`src/rtl/cadence_gen_if.sv`:
```
// ---------------------------------------------------------------------------
// cadence_gen_if
//   Bundles the control inputs and the sensor-side outputs of cadence_gen.
//   master : stimulus/controller side (drives run and bounce settings)
//   slave  : cadence_gen side (drives the generated waveform and counters)
//
//   en            run request; 0 parks the output low
//   half_per      cycles per clean high or low level
//   bounce_en     enable glitch injection after each clean edge
//   bounce_gap    glitch width in cycles (also the gap between glitches)
//   bounce_cnt    glitches injected per clean edge
//   cadence       bouncy sensor output (feeds the conditioning filter)
//   cadence_clean ideal square wave
//   rise_pulse    1-cycle strobe on each cadence_clean rise
//   rev_cnt       count of cadence_clean rises (wraps)
// ---------------------------------------------------------------------------
interface cadence_gen_if #(
   parameter int PER_W = 24,
   parameter int GAP_W = 8,
   parameter int BNC_W = 4
);
   logic             en;
   logic [PER_W-1:0] half_per;
   logic             bounce_en;
   logic [GAP_W-1:0] bounce_gap;
   logic [BNC_W-1:0] bounce_cnt;
   logic             cadence;
   logic             cadence_clean;
   logic             rise_pulse;
   logic [15:0]      rev_cnt;

   modport master (
      output en, half_per, bounce_en, bounce_gap, bounce_cnt,
      input  cadence, cadence_clean, rise_pulse, rev_cnt
   );

   modport slave (
      input  en, half_per, bounce_en, bounce_gap, bounce_cnt,
      output cadence, cadence_clean, rise_pulse, rev_cnt
   );
endinterface

```
`src/rtl/cadence_gen.sv`:
```
// ---------------------------------------------------------------------------
// cadence_gen
//   Pedal-cadence source standing in for the physical pedal sensor. Emits a
//   square wave with a programmable half-period and optional contact bounce
//   (a burst of inverted pulses) right after each clean edge.
//
//   clk    system clock
//   rst_n  asynchronous reset, active-low
//   bus    cadence_gen_if.slave: en, half_per, bounce_en, bounce_gap,
//          bounce_cnt in; cadence, cadence_clean, rise_pulse, rev_cnt out
// ---------------------------------------------------------------------------
module cadence_gen #(
   parameter int PER_W = 24,
   parameter int GAP_W = 8,
   parameter int BNC_W = 4
) (
   input  logic          clk,
   input  logic          rst_n,
   cadence_gen_if.slave  bus
);

   typedef enum logic [1:0] {IDLE, HIGH, LOW} state_t;

   state_t           r_state;
   logic [PER_W-1:0] r_hp;         // effective half-period of current level
   logic [PER_W-1:0] r_lvl_cnt;    // cycles spent in current level, 1-based
   logic             r_clean;
   logic             r_cadence;
   logic             r_rise;
   logic [15:0]      r_rev_cnt;
   logic             r_b_run;      // bounce burst in progress
   logic [GAP_W-1:0] r_b_gap;
   logic [GAP_W-1:0] r_b_ph;       // cycles left in current glitch phase
   logic [BNC_W:0]   r_b_halves;   // glitch phases (high + low) still to run

   logic [PER_W-1:0] w_eff_hp;
   logic             w_bounce_ok;
   logic             w_lvl_done;
   logic             w_rise;
   logic             w_fall;

   // NOTE: every always_comb output is assigned on every path, so no latches.
   always_comb begin
      w_eff_hp    = (bus.half_per < PER_W'(2)) ? PER_W'(2) : bus.half_per;
      // The burst must end strictly inside the level it follows.
      w_bounce_ok = bus.bounce_en && (bus.bounce_cnt != '0) && (bus.bounce_gap != '0) &&
                    ({32'(bus.bounce_cnt) * 32'(bus.bounce_gap), 1'b0} < 33'(w_eff_hp));
      w_lvl_done  = (r_lvl_cnt == r_hp);
      w_rise      = bus.en && ((r_state == IDLE) || ((r_state == LOW) && w_lvl_done));
      w_fall      = (r_state == HIGH) && w_lvl_done;
   end

   // NOTE: state is updated with non-blocking assignments only, so every
   // right-hand side below sees the pre-edge value.
   always_ff @(posedge clk or negedge rst_n) begin
      if (!rst_n) begin
         r_state    <= IDLE;
         r_hp       <= '0;
         r_lvl_cnt  <= '0;
         r_clean    <= 1'b0;
         r_cadence  <= 1'b0;
         r_rise     <= 1'b0;
         r_rev_cnt  <= '0;
         r_b_run    <= 1'b0;
         r_b_gap    <= '0;
         r_b_ph     <= '0;
         r_b_halves <= '0;
      end else begin
         r_rise <= w_rise;
         if (w_rise) r_rev_cnt <= r_rev_cnt + 16'd1;

         if (w_rise || w_fall) begin
            // Clean edge: latch half-period and bounce settings for this level.
            r_clean    <= w_rise;
            r_cadence  <= w_rise;
            r_hp       <= w_eff_hp;
            r_lvl_cnt  <= PER_W'(1);
            r_b_gap    <= bus.bounce_gap;
            r_b_ph     <= '0;
            r_b_halves <= {bus.bounce_cnt, 1'b0};
            if (w_rise) begin
               r_state <= HIGH;
               r_b_run <= w_bounce_ok;
            end else if (bus.en) begin
               r_state <= LOW;
               r_b_run <= w_bounce_ok;
            end else begin
               // High level finished with run dropped: park, no bounce.
               r_state <= IDLE;
               r_b_run <= 1'b0;
            end
         end else if ((r_state == LOW) && !bus.en) begin
            // Leaving LOW truncates any burst; output parks low.
            r_state   <= IDLE;
            r_b_run   <= 1'b0;
            r_cadence <= 1'b0;
         end else begin
            if (r_state != IDLE) r_lvl_cnt <= r_lvl_cnt + PER_W'(1);
            if (r_b_run) begin
               if (r_b_ph == '0) begin
                  if (r_b_halves == '0) begin
                     r_b_run <= 1'b0;
                  end else begin
                     // Each phase boundary flips the glitch, hence the output.
                     r_cadence  <= ~r_cadence;
                     r_b_ph     <= r_b_gap - GAP_W'(1);
                     r_b_halves <= r_b_halves - (BNC_W+1)'(1);
                  end
               end else begin
                  r_b_ph <= r_b_ph - GAP_W'(1);
               end
            end
         end
      end
   end

   assign bus.cadence       = r_cadence;
   assign bus.cadence_clean = r_clean;
   assign bus.rise_pulse    = r_rise;
   assign bus.rev_cnt       = r_rev_cnt;

endmodule

```
`src/flat_wrapper.sv`:
```
// flat-port wrapper written by rule: the top's interface ports become plain ports
module cadence_gen_flat 
#(
   parameter int PER_W = 24,
   parameter int GAP_W = 8,
   parameter int BNC_W = 4
)
  (clk, rst_n, bus_en, bus_half_per, bus_bounce_en, bus_bounce_gap, bus_bounce_cnt, bus_cadence, bus_cadence_clean, bus_rise_pulse, bus_rev_cnt);
  cadence_gen_if #(.PER_W(PER_W), .GAP_W(GAP_W), .BNC_W(BNC_W)) bus_i ();
  input  logic clk;
  input  logic rst_n;
  input wire logic [$bits(bus_i.en)-1:0] bus_en;
  input wire logic [$bits(bus_i.half_per)-1:0] bus_half_per;
  input wire logic [$bits(bus_i.bounce_en)-1:0] bus_bounce_en;
  input wire logic [$bits(bus_i.bounce_gap)-1:0] bus_bounce_gap;
  input wire logic [$bits(bus_i.bounce_cnt)-1:0] bus_bounce_cnt;
  output wire logic [$bits(bus_i.cadence)-1:0] bus_cadence;
  output wire logic [$bits(bus_i.cadence_clean)-1:0] bus_cadence_clean;
  output wire logic [$bits(bus_i.rise_pulse)-1:0] bus_rise_pulse;
  output wire logic [$bits(bus_i.rev_cnt)-1:0] bus_rev_cnt;
  assign bus_i.en = bus_en;
  assign bus_i.half_per = bus_half_per;
  assign bus_i.bounce_en = bus_bounce_en;
  assign bus_i.bounce_gap = bus_bounce_gap;
  assign bus_i.bounce_cnt = bus_bounce_cnt;
  assign bus_cadence = bus_i.cadence;
  assign bus_cadence_clean = bus_i.cadence_clean;
  assign bus_rise_pulse = bus_i.rise_pulse;
  assign bus_rev_cnt = bus_i.rev_cnt;
  cadence_gen #(.PER_W(PER_W), .GAP_W(GAP_W), .BNC_W(BNC_W)) u_core (.clk(clk), .rst_n(rst_n), .bus(bus_i));
endmodule
```
`config.mk`:
```
export PLATFORM = sky130hd
export DESIGN_NAME = cadence_gen_flat
export DESIGN_NICKNAME = d
export VERILOG_FILES = /design/src/rtl/cadence_gen_if.sv /design/src/rtl/cadence_gen.sv /design/src/flat_wrapper.sv
export SDC_FILE = /design/constraint.sdc
export NUM_CORES = 1
export LEC_CHECK = 0
export CORE_MARGIN = 2
export CORE_UTILIZATION = 65
export DETAILED_ROUTE_END_ITERATION = 16
export DONT_BUFFER_PORTS = 1
export PLACE_DENSITY = 0.86
export RECOVER_POWER = 100
export SYNTH_ARGS = -nofsm -noshare
export SYNTH_HDL_FRONTEND = slang
export SYNTH_SLANG_ARGS = --single-unit
```
`constraint.sdc`:
```
create_clock -name clk -period 3.5 [get_ports clk]
set_input_delay 0.525 -clock clk [delete_from_list [all_inputs] [get_ports clk]]
set_output_delay 0.525 -clock clk [all_outputs]
set_load 0.05 [all_outputs]
```
Fig. 1: run 1, supply network
Scale bar: 20 um. Pins as bars on the die edge. Tap cells in gray.
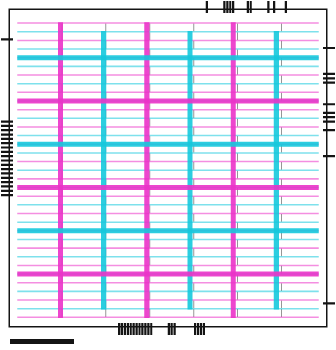
- VSS: magenta
- VDD: cyan
- met4 straps: 6
- met5 straps: 6
Chip Width: 99.3 um
core area: 8760 um2
Peak supply drop: 250 uV

Fig. 2: run 1, cells colored by class
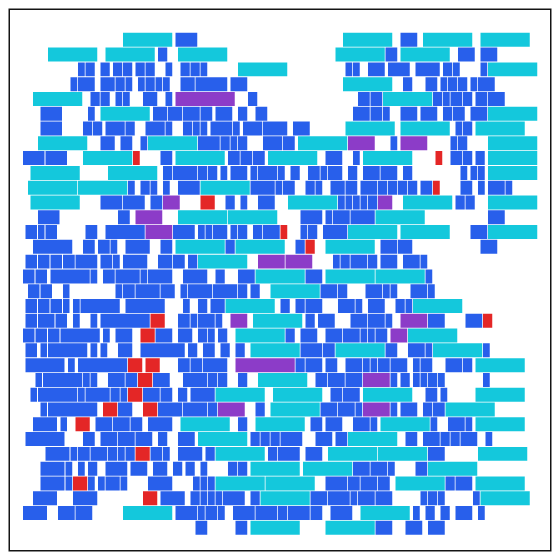
- other buffers and delay cells: red (cells 19; share of their area 2.0%)
- clock drivers and dummy loads: purple (cells 16; share of their area 3.7%)
- all other logic: blue (cells 514; share of their area 58%)
- flip-flops: cyan (cells 91; share of their area 37%)
finished layout cell area: 6350 um2
floorplan row count: 34

==> run notes, run 1 <==
Flow results.

- The iteration count recorded for the first detailed-route pass is 4.
- The run finished, with violations left.
- The end-of-flow timing check tallies setup violations at 1.
- The type of element capturing the critical path is a flip-flop.
- The clock root buffer master is clkbuf_8.
- The design draws 3140 uW.
- The via count of the first global-routing pass is 4663.
- The final reports fail on max-capacitance violations, max-slew violations, negative setup slack.
- CTS saw about 90 sinks.
- The top cell family by delay on the critical path is adder cells.
- The final timing report lists a hold violation count of 0.
- For reference, the post-synthesis area per instance comes to 9.45 um2.
- Entering global routing, the biggest net connects 92 pins.
- The congestion estimate from routability-driven global placement came to 0.881.
- The type recorded for the worst min-delay path is in2reg.
- In this run, the synthesized area fraction spent on adder and majority cells is recorded as 0.111.
- After synthesis, the share of flip-flops with an asynchronous set or reset is 1.00.
- The startpoint of the worst-slack reg-to-reg timing path is u_core.r_state[0].
- Max-slew check failures listed in the final report amount to 92.
- The synthesized netlist has a Yosys-reported chip area of 5910 um2.
- The library cell occupying the most area in the post-synthesis netlist is dfrtp_1.
- The data arrival time of the critical path is 3.78 ns.
- The number of antenna violations at the first check in global routing was 0.
- In the routed layout, each cell is associated on average with a via count of 6.26.
- The terminating pin of the worst hold path is u_core.r_state[1].
- Summed over all layers, the global routing overflow is 0.
- Setup repair after global routing could not meet its margin everywhere.
- Of the total synthesized cell area, the portion taken by AND-OR and OR-AND cells is 0.0977.
- The max-cap check violation count is 1.
- For this design the static power due to leakage is 0.00287 uW.
- In the post-route analysis, the smallest setup slack over all paths is -0.0325 ns.
Fig. 3: run 1, clock distribution
Scale bar: 20 um.
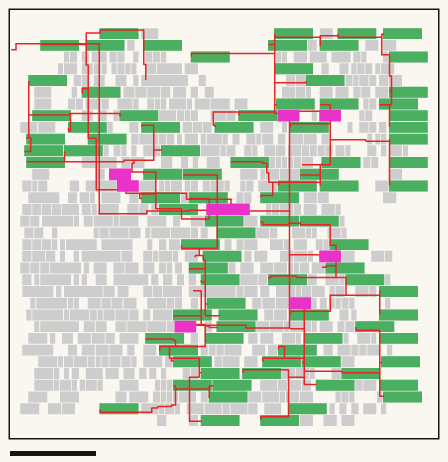
- flip-flops: green (count 91)
- clock wires: red (length 1090 um)
- cells driving clock nets: magenta (count 9)
- flops lie: all over the die
- routed clock nets: 10
power consumed by the clock network: 834 uW
Late-Pin Clk Latency: 0.36 ns

Fig. 4: run 1, wiring by layer
Scale bar: 20 um. Only two layers are drawn.
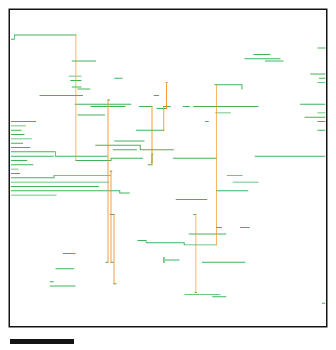
- met3: green (wire length 675 um)
- met4: orange (wire length 250 um)
Total Routed Length: 12.9 mm
vias post-DR: 4686
wire length per cell after detailed routing: 17.3 um

## run 1: cell usage in the layout, fill, tap and decap left out, drive strengths merged, types with 17 or more instances in the layout
cell   synthesis  routed
a21oi         30      30
nor4          17      17
dfrtp         91      91
nand3         41      41
mux2          23      23
o21ai         25      25
nand2         45      45
and2          25      25
inv           42      45
nor2          50      50
xor2          43      43
ha            33      33
xnor2         30      30
## run 1: layout make-up
cell class,instances,area share
multi-input cells,472,0.539
flip-flops and latches,91,0.359
inverters,42,0.0248
clock buffers,10,0.0217
well taps,108,0.0213
repair buffers,19,0.0193
clock inverters,6,0.0148
## run 1: registers in the layout, summed over array words and instances, names as in the netlist
| register | cells |
|---|---|
| u_core.bus.rise_pulse | 1 |
| u_core.r_b_halves | 5 |
| u_core.r_b_run | 1 |
| u_core.bus.cadence_clean | 1 |
| u_core.bus.rev_cnt | 16 |
| u_core.r_b_gap | 8 |
| u_core.r_state | 2 |
| u_core.r_b_ph | 8 |
| u_core.r_hp | 24 |
| u_core.r_lvl_cnt | 24 |
| u_core.bus.cadence | 1 |
## run 1: power breakdown
part	total (uW)	switching [uW]	internal [uW]	leakage (uW)
Sequential	1440	223	1220	0.00115
Combinational	867	448	419	0.00160
Clock	834	404	430	0.000114
## run 1: per-layer routing
metal / vias to the layer above / wire length, um / part of all wire / track usage
met5: - / 0 / 0 / 0
met4: 0 / 249 / 0.019 / 0.0885
met3: 21 / 674 / 0.052 / 0.0675
met2: 129 / 6500 / 0.50 / 0.461
met1: 2339 / 5530 / 0.43 / 0.355
li1: 2197 / - / - / -
## run 1: worst reg2reg max path, delay by kind of cell (launching register included)
family	cells	cell delay, ns
AND-OR/OR-AND	1	0.17
flip-flops	1	0.54
buffers and inverters	3	1.37
AND/OR/NAND/NOR	3	0.99
Fig. 5: run 1, clock routing
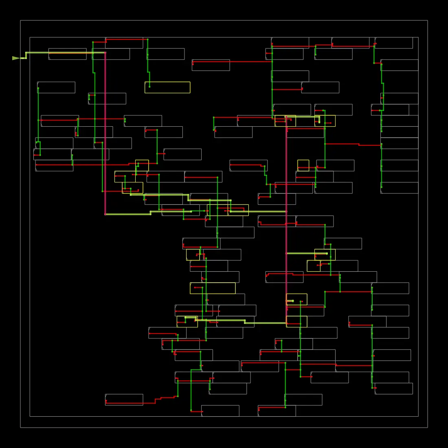

## Run 2: what changed since run 1
Settings changed: MAX_ROUTING_LAYER set to met4.
Fig. 6: run 2, clock routing
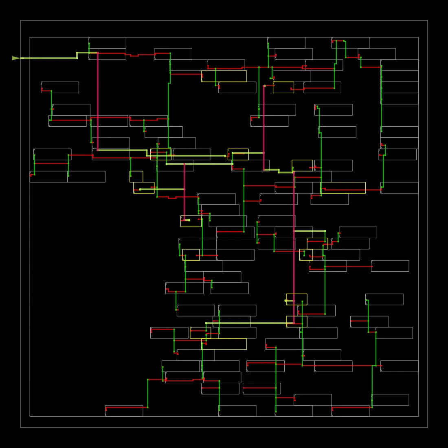
sinks on the clock net: 91
worst setup skew after layout: 0.0143 ns
Late-Pin Clk Latency: 0.37 ns

==> run 2 against run 1 <==
The flow still finishes with violations (max-capacitance violations, max-slew violations, negative setup slack). Clock power grew 7.2%. Routed wire length increased by 0.49%. Global-route usage is 1.1 points higher. Final area up 1.6%. Critical endpoint unchanged. Highest routed layer unchanged.
==> run notes, run 2 <==
Flow results.

- The share of async-settable or async-resettable flops after synthesis was 1.00 (unchanged).
- The minimum setup slack in the final design is -0.0797 ns (was -0.0325 ns).
- The post-synthesis adder-cell area fraction is 0.111 (unchanged).
- The width of the chip is 99.3 um (unchanged).
- The number of failing hold endpoints at the final stage is 0 (unchanged).
- The type of element capturing the critical path is a flip-flop (unchanged).
- The clock root buffer master was clkbuf_8 (unchanged).
- The count of pins over their slew limit was 92 (unchanged).
- The area fraction in compound gates is 0.0977 (unchanged).
- The top layer used by detailed routing is met4 (unchanged).
- The clock network fraction of design power is 0.278 (was 0.266).
- The routed length on met1 came to 5.53 mm (about the same).
- The via count of the first global-routing pass is 4755 (was 4663).
- The global routing met1 resource utilization is 0.350 (was 0.355).
- Run status: finished with violations (unchanged).
- The busiest metal layer after global routing is met2 (unchanged).
- The class of the tightest hold or removal check is in2reg (unchanged).
- The library cell occupying the most area in the post-synthesis netlist was dfrtp_1 (unchanged).
- The site row count is 34 (unchanged).
- The global-route met3 utilization is 0.0632 (was 0.0675).
- The power dissipated by switching net loads came to 1070 uW (about the same).
- The data arrival time of the critical path came to 3.82 ns (was 3.78 ns).
- The part of the total power dissipated in combinational logic is 0.274 (was 0.276).
- The number of antenna violations at the first check in global routing is 0 (unchanged).
- The achievable frequency is 0.279 GHz (was 0.283 GHz).
- The switching power share of the total was 0.333 (was 0.342).
- The startpoint of the worst-slack reg-to-reg timing path is u_core.r_b_ph[3] (was u_core.r_state[0]).
- The routed via count is 4636 (was 4686).
- The placeable core region is 8760 um2 (unchanged).
- The total congestion overflow after global routing is 0 (unchanged).
- The max-cap check violation count is 1 (unchanged).
- The number of iterations in the first detailed-routing pass is 4 (unchanged).
- RSZ-0062 raised after global routing: true (unchanged).
- The routed length on met2 was 6.55 mm (was 6.50 mm).
- Violated checks: max-capacitance violations, max-slew violations, negative setup slack (unchanged).
- Most numerous logic cells after layout: 91 x dfrtp_1, 50 x nor2_1, 44 x nand2_1 (unchanged).
- The via count normalized by instance count is 6.18 (was 6.26).
- The final weighted congestion in routability-driven placement is 0.892 (was 0.881).
- The most common cell after layout, fill and taps aside is dfrtp_1 (unchanged).
- The chip area in the Yosys report came to 5910 um2 (unchanged).
- The maximum resistive drop on vdd came to 274 uV (was 250 uV).
- The largest net degree at the start of global routing is 92 (unchanged).
- The total length of routed wires is 13.0 mm (was 12.9 mm).
- The routing usage on met2 is 0.475 (was 0.461).
- The total power was 3220 uW (was 3140 uW).
- The final number of setup-violating endpoints is 1 (unchanged).
## run 2: power by group through the flow
stage | sequential, uW | combinational (uW) | clock, uW
final | 1440 | 882 | 894
after global routing | 1460 | 1000 | 950
after CTS | 1430 | 883 | 904
after detailed placement | 1450 | 834 | 0
after global placement | 1440 | 778 | 0
after floorplan | 1390 | 678 | 0
## run 2: metrics by stage
step	utilization	setup TNS [ns]	instance area [um2]	worst slack, ns	instances
2_1_floorplan	-	-0.245	5960	-0.245	625
3_5_place_dp	0.700	-0.546	6130	-0.546	730
6_report	0.736	-0.0797	6450	-0.0797	750
3_3_place_gp	0.700	-0.348	6130	-0.348	730
4_1_cts	0.738	-0.0408	6470	-0.0408	750
5_1_grt	0.736	-0.281	6450	-0.281	750
## run 2: final cells by class
class	instances	area, um2	share of cell area
flip-flops and latches	91	2280	0.353
clock buffers	10	138	0.0213
multi-input cells	472	3470	0.538
well taps	108	135	0.0209
inverters	42	158	0.0244
clock inverters	6	119	0.0184
repair buffers	21	155	0.0240
## run 2: how the worst max path moves through the flow
stage / slack (ns) / to / startpoint
global route: -0.28 / u_core.r_b_run / bus_bounce_gap[1]
floorplan: -0.24 / u_core.r_b_run / bus_bounce_gap[0]
finish: -0.08 / u_core.r_b_run / bus_bounce_gap[1]
detailed placement: -0.55 / u_core.r_b_run / bus_bounce_gap[0]
CTS: -0.04 / u_core.r_b_run / bus_bounce_gap[2]
global placement: -0.35 / u_core.r_b_run / bus_bounce_gap[0]
## run 2: critical path: cells and delay by family
family          cells  cell delay [ns]
compound gates      7             1.02
simple gates        4             0.55
fa+ha+maj           4             1.66
buf+inv             1             0.06
## run 2: what timing repair did
item	4_1_cts	5_1_grt
resized	6	2
hold endpoints to repair	91	0
endpoints found under the setup margin	1	1
pin swaps	9	4
hold buffers	1	0
buffers inserted	3	0
Fig. 7: run 2, wiring by layer
Scale bar: 20 um. Only two layers are drawn.
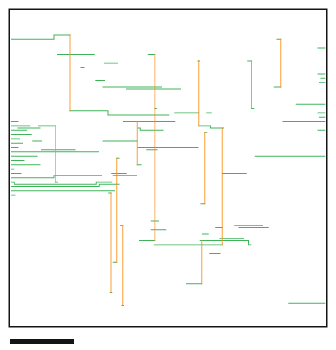

## Run 3: what changed since run 2
Settings changed: CAP_MARGIN set to 10, GPL_TIMING_DRIVEN set to 0, SETUP_SLACK_MARGIN set to 0.4.
Fig. 8: run 3, wiring by layer
Scale bar: 20 um. Only two layers are drawn.
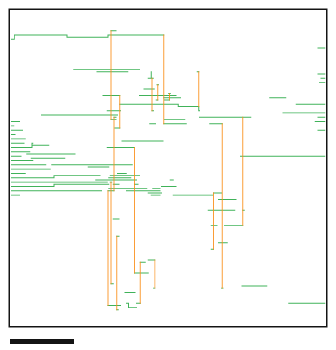
wire length per cell after detailed routing: 17.7 um
global routing usage summed across all routing layers: 0.289
Total Routed Length: 13.3 mm

==> run 3 against run 2 <==
The flow still finishes with violations (max-capacitance violations, max-slew violations, negative setup slack). Combinational power down 0.9%. Maximum frequency fell by 2.9%. Via count grew 0.63%.
==> run notes, run 3 <==
Flow results.

- RSZ-0062 raised after global routing: true (unchanged).
- The startpoint of the worst setup timing path is bus_bounce_cnt[1] (was bus_bounce_gap[1]).
- The largest net degree at the start of global routing is 92 (unchanged).
- The clock network fraction of design power came to 0.263 (was 0.278).
- Run status: finished with violations (unchanged).
- The width of the chip was 99.3 um (unchanged).
- The data arrival time of the critical path came to 3.94 ns (was 3.82 ns).
- The total congestion overflow after global routing is 0 (unchanged).
- The non-filler instance count after layout is 753 (was 750).
- The routed length on met2 is 6.67 mm (was 6.55 mm).
- The placeable core region is 8760 um2 (unchanged).
- The minimum setup slack in the final design was -0.186 ns (was -0.0797 ns).
- The total length of routed met3 wires is 705 um (was 605 um).
- The final weighted congestion in routability-driven placement was 0.924 (was 0.892).
- The count of pins over their slew limit is 92 (unchanged).
- Most numerous logic cells after layout: 91 x dfrtp_1, 50 x nor2_1, 43 x xor2_1, 43 x nand2_1, 41 x nand3_1 (was 91 x dfrtp_1, 50 x nor2_1, 44 x nand2_1).
- The chip area in the Yosys report is 5910 um2 (unchanged).
- Violated checks: max-capacitance violations, max-slew violations, negative setup slack (unchanged).
- The share of async-settable or async-resettable flops after synthesis came to 1.00 (unchanged).
- The number of failing hold endpoints at the final stage was 0 (unchanged).
- The group with the largest share of power was sequential cells (unchanged).
- The final number of setup-violating endpoints is 1 (unchanged).
- The post-route setup TNS is -0.186 ns (was -0.0797 ns).
- The top layer used by detailed routing is met4 (unchanged).
- The most common cell after layout, fill and taps aside is dfrtp_1 (unchanged).
- The top cell family by delay on the critical path is adder cells (unchanged).
- The placed cell count is 733 (was 730).
- The max-cap check violation count is 1 (unchanged).
- The clock sink count was 91 (unchanged).
- The startpoint of the worst-slack reg-to-reg timing path is u_core.r_b_ph[3] (unchanged).
- The power dissipated by switching net loads is 1070 uW (about the same).
- The maximum resistive drop on vdd is 209 uV (was 274 uV).
- The core utilization of the finished layout is 0.729 (was 0.736).
- The number of iterations in the first detailed-routing pass is 6 (was 4).
- The clock network latency to the later pin of the worst-skew pair was 0.38 ns (was 0.37 ns).
- The site row count is 34 (unchanged).
- The worst slack at placement is -0.628 ns (was -0.546 ns).
- The switching power share of the total is 0.343 (was 0.333).
- The type of element capturing the critical path was a flip-flop (unchanged).
==> run 3: cell counts after synthesis <==
Identical to the previous run, type by type.
==> run 3: cell families (layout without fill, tap and decap cells) <==
logic type               Yosys count  after routing  synth area share
multiplexers                      23             23            0.0439
buffers and inverters             62             82            0.0422
XOR/XNOR                          73             73             0.108
flip-flops                        91             91             0.386
adder cells (fa/ha/maj)           45             45             0.111
AND/OR/NAND/NOR                  240            240             0.212
AND-OR/OR-AND                     91             91            0.0977
==> run 3: what timing repair did <==
action                                 4_1_cts  5_1_grt
endpoints found under the hold margin       91        0
buffers inserted                             3        0
pin swaps                                    6       16
gates resized                                4        8
hold buffers                                 1        0
setup endpoints to repair                    1        1
==> run 3: worst max path at each step <==
stage / to / slack, ns / depth (start not counted)
6_report: u_core.r_b_run / -0.19 / 16
5_1_grt: u_core.r_b_run / -0.28 / 16
4_1_cts: u_core.r_b_run / -0.10 / 17
3_5_place_dp: u_core.r_b_run / -0.63 / 16
3_3_place_gp: u_core.r_b_run / -0.52 / 16
2_1_floorplan: u_core.r_b_run / -0.24 / 16
==> run 3: layout make-up <==
| cell class | instances | area [um2] | share of cell area |
|---|---|---|---|
| buffer | 20 | 83.8 | 0.0131 |
| timing repair buffer | 4 | 27.5 | 0.00431 |
| clock inverter | 6 | 93.8 | 0.0147 |
| multi-input combinational | 472 | 3480 | 0.544 |
| inverter | 42 | 158 | 0.0247 |
| tap | 108 | 135 | 0.0211 |
| clock buffer | 10 | 138 | 0.0215 |
| sequential | 91 | 2280 | 0.356 |
==> run 3: per-layer routing <==
| layer | GRT usage | up-vias |
|---|---|---|
| met3 | 0.0576 | 37 |
| li1 | - | 2205 |
| met4 | 0.120 | 0 |
| met2 | 0.473 | 147 |
| met1 | 0.351 | 2276 |
| met5 | - | - |
Power and IR drop assume default switching activity.
